File: src/rtl/alu_pkg.sv
// rtl/alu_pkg.sv - shared widths and result-entry type for the ALU, issue stage and result buffer
package alu_pkg;

  localparam int DATA_W = 8;
  localparam int SEQ_W  = 4;

  typedef struct packed {
    logic [SEQ_W-1:0]  seq;
    logic [DATA_W-1:0] data;
  } alu_res_t;

endpackage

File: src/rtl/alu_result_buffer.sv
// rtl/alu_result_buffer.sv - captures ALU results into a tagged FIFO with valid/ready output
// and drop detection, since the ALU itself cannot be stalled.
module alu_result_buffer #(
  parameter int DEPTH  = 4,
  parameter int DATA_W = alu_pkg::DATA_W,
  parameter int SEQ_W  = alu_pkg::SEQ_W
) (
  input  logic                       clk,
  input  logic                       rst,
  input  logic                       res_valid,
  input  logic [DATA_W-1:0]          res_data,
  output logic                       out_valid,
  input  logic                       out_ready,
  output logic [DATA_W-1:0]          out_data,
  output logic [SEQ_W-1:0]           out_seq,
  output logic [$clog2(DEPTH):0]     count,
  output logic                       almost_full,
  output logic                       overflow,
  input  logic                       clr_ovf
);

  localparam int PW = $clog2(DEPTH);
  localparam int CW = PW + 1;
  localparam logic [CW-1:0] FULL_CNT = CW'(DEPTH);
  localparam logic [CW-1:0] AF_CNT   = CW'(DEPTH - 1);

  logic [DATA_W-1:0] mem_data_q [DEPTH];
  logic [DATA_W-1:0] mem_data_d [DEPTH];
  logic [SEQ_W-1:0]  mem_seq_q  [DEPTH];
  logic [SEQ_W-1:0]  mem_seq_d  [DEPTH];

  logic [PW-1:0]    wr_ptr_q, wr_ptr_d;
  logic [PW-1:0]    rd_ptr_q, rd_ptr_d;
  logic [CW-1:0]    count_q, count_d;
  logic [SEQ_W-1:0] seq_ctr_q, seq_ctr_d;
  logic             overflow_q, overflow_d;

  logic push, pop, drop, full;

  always_comb begin
    full = (count_q == FULL_CNT);
    pop  = (count_q != '0) && out_ready;
    // A pop in the same cycle frees the slot, so a full buffer can still accept.
    push = res_valid && (!full || pop);
    drop = res_valid && full && !pop;
  end

  always_comb begin
    mem_data_d = mem_data_q;
    mem_seq_d  = mem_seq_q;
    wr_ptr_d   = wr_ptr_q;
    rd_ptr_d   = rd_ptr_q;
    count_d    = count_q;
    seq_ctr_d  = seq_ctr_q;
    overflow_d = overflow_q;

    if (push) begin
      mem_data_d[wr_ptr_q] = res_data;
      mem_seq_d[wr_ptr_q]  = seq_ctr_q;
      wr_ptr_d             = wr_ptr_q + PW'(1);
      seq_ctr_d            = seq_ctr_q + SEQ_W'(1);
    end

    if (pop) begin
      rd_ptr_d = rd_ptr_q + PW'(1);
    end

    if (push && !pop) begin
      count_d = count_q + CW'(1);
    end else if (pop && !push) begin
      count_d = count_q - CW'(1);
    end

    // Setting wins over a simultaneous clear so no drop event is ever lost.
    if (drop) begin
      overflow_d = 1'b1;
    end else if (clr_ovf) begin
      overflow_d = 1'b0;
    end
  end

  always_ff @(posedge clk or posedge rst) begin
    if (rst) begin
      for (int i = 0; i < DEPTH; i++) begin
        mem_data_q[i] <= '0;
        mem_seq_q[i]  <= '0;
      end
      wr_ptr_q   <= '0;
      rd_ptr_q   <= '0;
      count_q    <= '0;
      seq_ctr_q  <= '0;
      overflow_q <= 1'b0;
    end else begin
      mem_data_q <= mem_data_d;
      mem_seq_q  <= mem_seq_d;
      wr_ptr_q   <= wr_ptr_d;
      rd_ptr_q   <= rd_ptr_d;
      count_q    <= count_d;
      seq_ctr_q  <= seq_ctr_d;
      overflow_q <= overflow_d;
    end
  end

  always_comb begin
    out_valid   = (count_q != '0);
    out_data    = mem_data_q[rd_ptr_q];
    out_seq     = mem_seq_q[rd_ptr_q];
    count       = count_q;
    almost_full = (count_q >= AF_CNT);
    overflow    = overflow_q;
  end

endmodule

File: config.mk
export PLATFORM = sky130hd
export DESIGN_NAME = alu_result_buffer
export DESIGN_NICKNAME = d
export VERILOG_FILES = /design/src/rtl/alu_pkg.sv /design/src/rtl/alu_result_buffer.sv
export SDC_FILE = /design/constraint.sdc
export NUM_CORES = 1
export LEC_CHECK = 0
export CORE_MARGIN = 2
export CORE_UTILIZATION = 50
export DETAILED_ROUTE_END_ITERATION = 8
export PLACE_DENSITY = 0.81
export SLEW_MARGIN = 20
export SYNTH_ARGS = -nofsm -noshare
export SYNTH_HDL_FRONTEND = slang
export SYNTH_SLANG_ARGS = --single-unit
export TNS_END_PERCENT = 100
File: constraint.sdc
create_clock -name clk -period 2.5 [get_ports clk]
set_clock_uncertainty 0.1 [all_clocks]
set_input_delay 0.25 -clock clk [delete_from_list [all_inputs] [get_ports clk]]
set_output_delay 0.25 -clock clk [all_outputs]
set_load 0.1 [all_outputs]
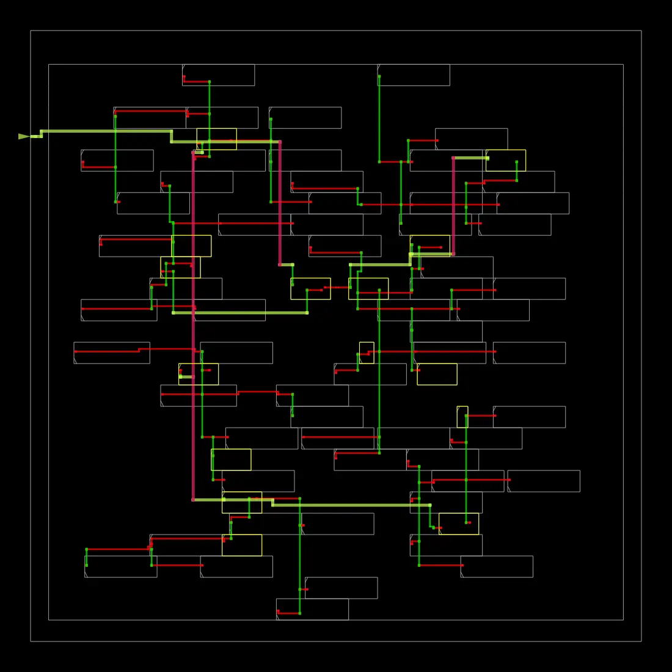
Run 1: clock nets
CLK BUF: 14
Flops: 60
CTS sink cnt: 60

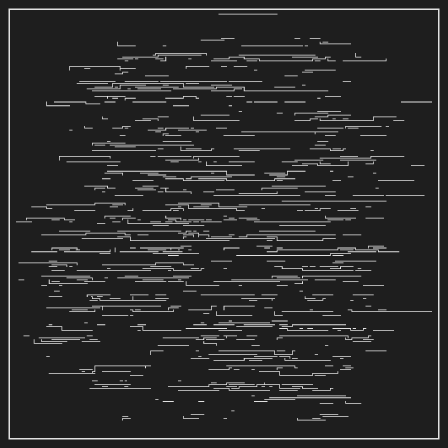
Run 1: met1 routing
share of all routed wire: 43%
longest straight run: 21.6 µm
main direction: horizontal
wire length on this layer: 2300 µm
Post-Route WL: 5.33 mm
grt met1 use: 25.9%
via count: 1570

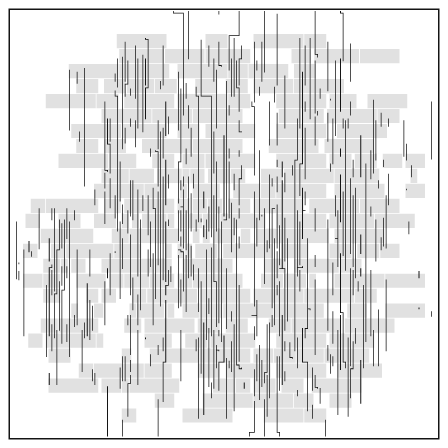
Run 1: metal 2
Cells faint in the background.
main direction: vertical
wire length on this layer: 2760 µm
longest straight run: 34.7 µm
nets with wire on the layer: 227
GRT met2 Usage: 33.4%

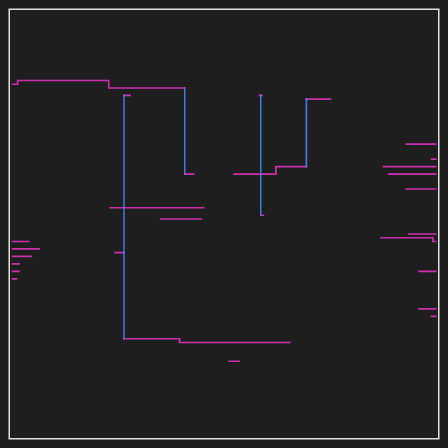
Run 1: metal layers overlaid
Only two layers are drawn.
legend:
  M4:
    colour: blue
    wire_length: 93.8 µm
  M3:
    colour: magenta
    wire_length: 180 µm
Routed WL per cell: 18.1 µm
Tot GR Track Use: 20.4%

==> flow_summary.ini, run 1 <==
; synthesis and place-and-route metrics
[final_layout]
layout.cell_area.non_filler_mm2 = 0.00347
comb_area_share_pct = 33.5
largest_reg_flops = 32
layout_top_cell = dfrtp_1
lay_top_cells = dfrtp_1, mux2_2, buf_4
nNetsFinal = 240
diodes = 0
clkCellAreaFrac_pct = 5.42
num-fill-cells = 355
inverters_excl_clock = 6
regMostFlops = mem_data_q

[place]
portBuffers = 30
post-dp-hpwl_mm = 3.71
detailedPlace.worstSlack_ns = 0.0435
placed_area_mm2 = 0.00328
gp_congestion = 0.731

[sta]
max_freq_mhz = 452
layout_setup_ws_ns = 0.289
whs_ns = 0.132
setup_viol = 0

[grt]
grt_pass1_vias = 1828
gr-total-overflow = 0

[worst_setup_path]
critPathKind = flip-flop to flip-flop
r2r_setup_slack_ns = 0.29
endpoint_kind = flip-flop
reg2reg_to = count[2]
cp.arrival_ns = 2.36
crit_family = simple AND/OR/NAND/NOR gates
cp.required_ns = 2.65
crit_buf_inv = 1
r2r_cells = 8

[synthesis]
aoi_share_pct = 0.460
top_area_share_pct = 55.2
top_cells_by_area = dfrtp_1, mux2_2, mux4_2, ha_1, xnor2_1
fa_ha_area_share_pct = 3.50
synth_cell_types = 23
ys_seq_share_pct = 55.2
ys_cells = 175
top_logic_kind = multiplexers
top_cell = dfrtp_1
synth-edff-count = 0
syn-mean-instance-area_um2 = 15.5
syn_inst = 175

[die]
rows = 26
fp.dieW_um = 77.7

[clock_tree]
clk_pin_slew_ns = 0.06
clock_latency_ns = 0.33
cts_tree = built

[run]
warnings = 30

[drt]
drtIter0Drc = 59

[outcome]
outcome = complete, no violations
--- run 2 (diff from run 1) ---
GPL_ROUTABILITY_DRIVEN = 0   (was default)
TNS_END_PERCENT = default   (was 100)
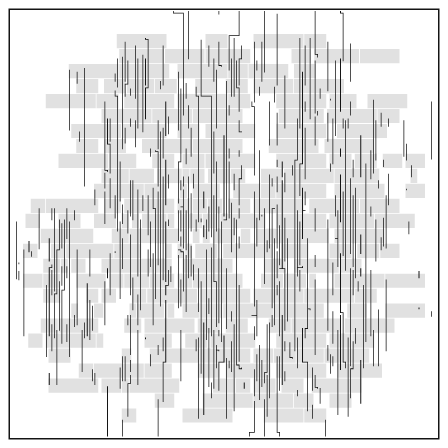
Run 2: metal 2
Cells faint in the background.

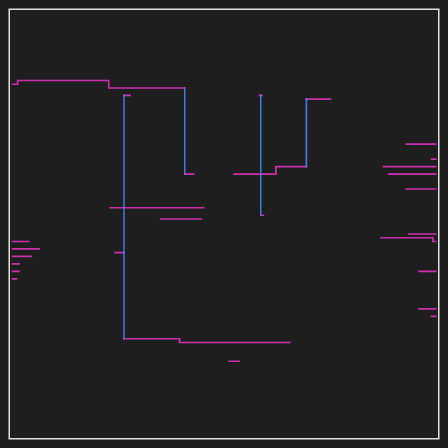
Run 2: metal layers overlaid
Only two layers are drawn.
legend:
  M3:
    colour: magenta
    wire_length: 180 µm
  M4:
    colour: blue
    wire_length: 93.8 µm

==> run 2 against run 1 <==
  * Final cell count unchanged
  * First-iteration DRC count unchanged
  * Worst hold slack unchanged
  * Clock-buffer cell count unchanged
  * Synthesized area unchanged
  * Setup slack unchanged
  * Non-clock buffer count unchanged
==> flow_summary.ini, run 2 <==
; synthesis and place-and-route metrics
[clock_tree]
clock_latency_ns = 0.33
clock-sinks = 60
clk_pin_slew_ns = 0.06

[final_layout]
comb_area_share_pct = 33.5
nNetsFinal = 240
layout.cell_area.non_filler_mm2 = 0.00347
nFlopsAndLatches = 60
lay_top_cells = dfrtp_1, mux2_2, buf_4
layout_top_cell = dfrtp_1
clkCellAreaFrac_pct = 5.42
regMostFlops = mem_data_q
clockBufferCount = 14
num-fill-cells = 355
diodes = 0

[place]
placed_area_mm2 = 0.00328
portBuffers = 30
detailedPlace.worstSlack_ns = 0.0435

[worst_setup_path]
endpoint_kind = flip-flop
cp.required_ns = 2.65
reg2reg_to = count[2]
cp.arrival_ns = 2.36
critPathKind = flip-flop to flip-flop
crit_buf_inv = 1

[grt]
grt.met1_usage_pct = 25.9
grtUsageTotal_pct = 20.4
grt_use_met2_pct = 33.4
gr-total-overflow = 0

[run]
warnings = 30

[sta]
layout_setup_ws_ns = 0.289
max_freq_mhz = 452

[drt]
wl_per_cell_um = 18.1
routed_wl_mm = 5.33
drtIter0Drc = 59

[die]
rows = 26
fp.dieW_um = 77.7

[synthesis]
top_cells_by_area = dfrtp_1, mux2_2, mux4_2, ha_1, xnor2_1
ys_cells = 175
syn_inst = 175
synth_cell_types = 23
top_area_share_pct = 55.2
syn-mean-instance-area_um2 = 15.5
ys_seq_share_pct = 55.2
synth-edff-count = 0
top_logic_kind = multiplexers

[outcome]
outcome = complete, no violations

[power_and_ir_drop]
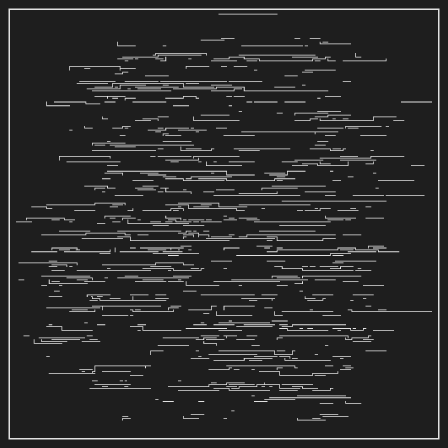
Run 2: met1 routing

--- run 3 (diff from run 2) ---
SETUP_SLACK_MARGIN = 0.2   (was default)
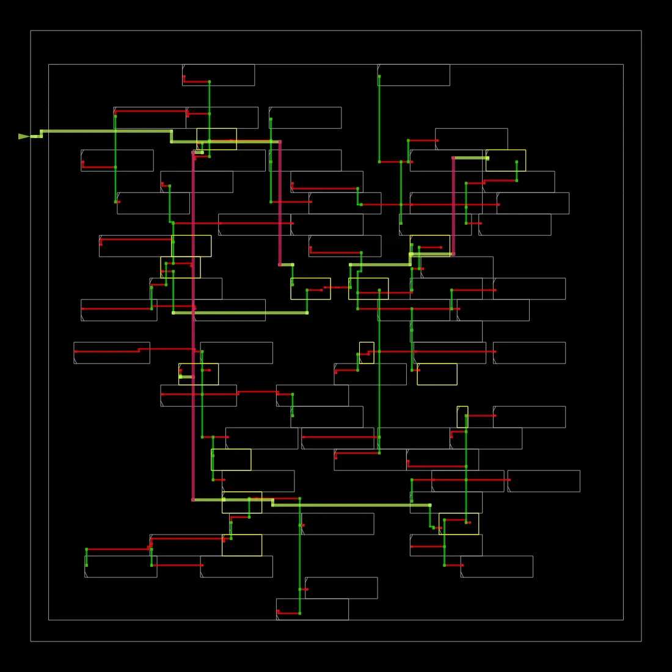
Run 3: clock nets
CTS buffer count: 9
Clk Latency, worst-skew pair: 0.33 ns

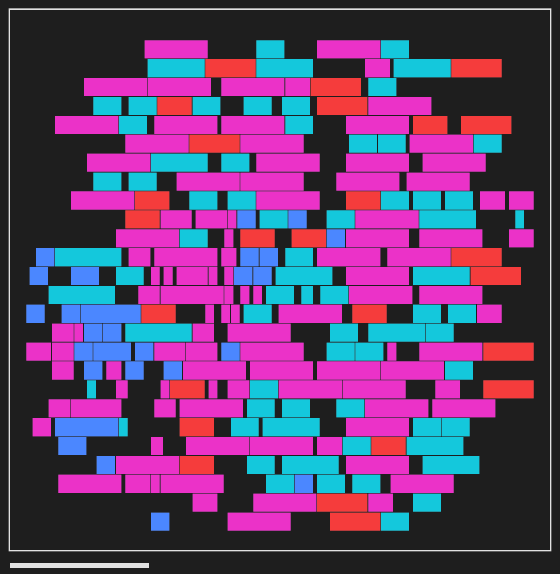
Run 3: sizing map
The bar under the picture is 20 µm long.
legend:
  x3 and x4:
    colour: blue
    cells: 27
    share: 12%
    most_used: buf_4
  x6 and larger:
    colour: red
    cells: 25
    share: 11%
    most_used: clkbuf_8
  x2:
    colour: cyan
    cells: 69
    share: 30%
    most_used: mux2_2
  x1 and smaller:
    colour: magenta
    cells: 106
    share: 47%
    most_used: dfrtp_1
PnR worst setup slack: 0.327 ns
Post-Layout Inst Area: 0.00349 mm²
Signal buffers: 46
area grow syn2layout: 28.3%

==> run 3 against run 2 <==
  * Via count grew 0.96%
  * Critical endpoint unchanged
  * Critical path depth is the same
  * Final area grew 0.65%
==> flow_summary.ini, run 3 <==
; synthesis and place-and-route metrics
[clock_tree]
postCtsSetupBuffers = 0
clock-sinks = 60
clk_pin_slew_ns = 0.06

[grt]
gr-total-overflow = 0
grt_use_met2_pct = 33.4
grt.met1_usage_pct = 25.9
grtUsageTotal_pct = 20.4

[worst_setup_path]
endpoint_kind = flip-flop
cp_cell_sequence = or3_4 -> nand2_4 -> ha_4 -> inv_2 -> fa_1 -> xor2_1 -> nor2_1 -> xor2_1
r2r_setup_slack_ns = 0.33
cp.required_ns = 2.65
critPathKind = flip-flop to flip-flop
crit_buf_inv = 1
cp.arrival_ns = 2.32
reg2reg_to = count[2]
cpPeakStageDelay_ns = 0.43

[sta]
setup_viol = 0
maxSlewHeadroom_pct = 56.6
max_freq_mhz = 460

[final_layout]
comb_area_share_pct = 33.2
layout_top_cell = dfrtp_1
lay_top_cells = dfrtp_1, mux2_2, buf_4
nFlopsAndLatches = 60
clkCellAreaFrac_pct = 5.38
diodes = 0
reg_top3 = mem_data_q (32), mem_seq_q (16), seq_ctr_q (4)
clockBufferCount = 14
regMostFlops = mem_data_q
num-fill-cells = 351
nNetsFinal = 243

[synthesis]
top_area_share_pct = 55.2
synth_cell_types = 23
synth-async-reset-ratio_pct = 100
syn_inst = 175
ys_cells = 175
ys_ff = 60
synth-edff-count = 0
top_cells_by_area = dfrtp_1, mux2_2, mux4_2, ha_1, xnor2_1
ys_sh_mux_pct = 31.1
top_logic_kind = multiplexers
syn-mean-instance-area_um2 = 15.5
synthTopCellsByCount = dfrtp_1, mux2_2, mux4_2, nand2_1, nor2_1

[die]
fp.dieW_um = 77.7
rows = 26

[place]
portBuffers = 30
placed_area_mm2 = 0.00328
detailedPlace.worstSlack_ns = 0.0435

[drt]
wl_per_cell_um = 18.0

[outcome]
outcome = complete, no violations

[run]
warnings = 30
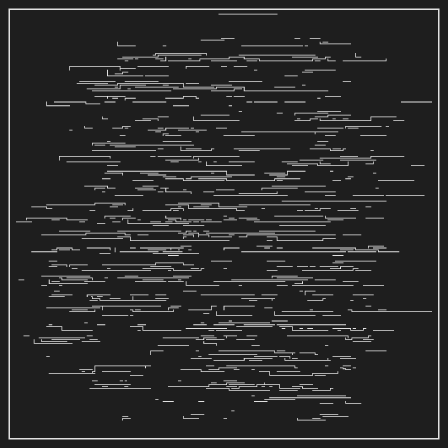
Run 3: met1 routing
via count: 1585
Post-Route WL: 5.36 mm

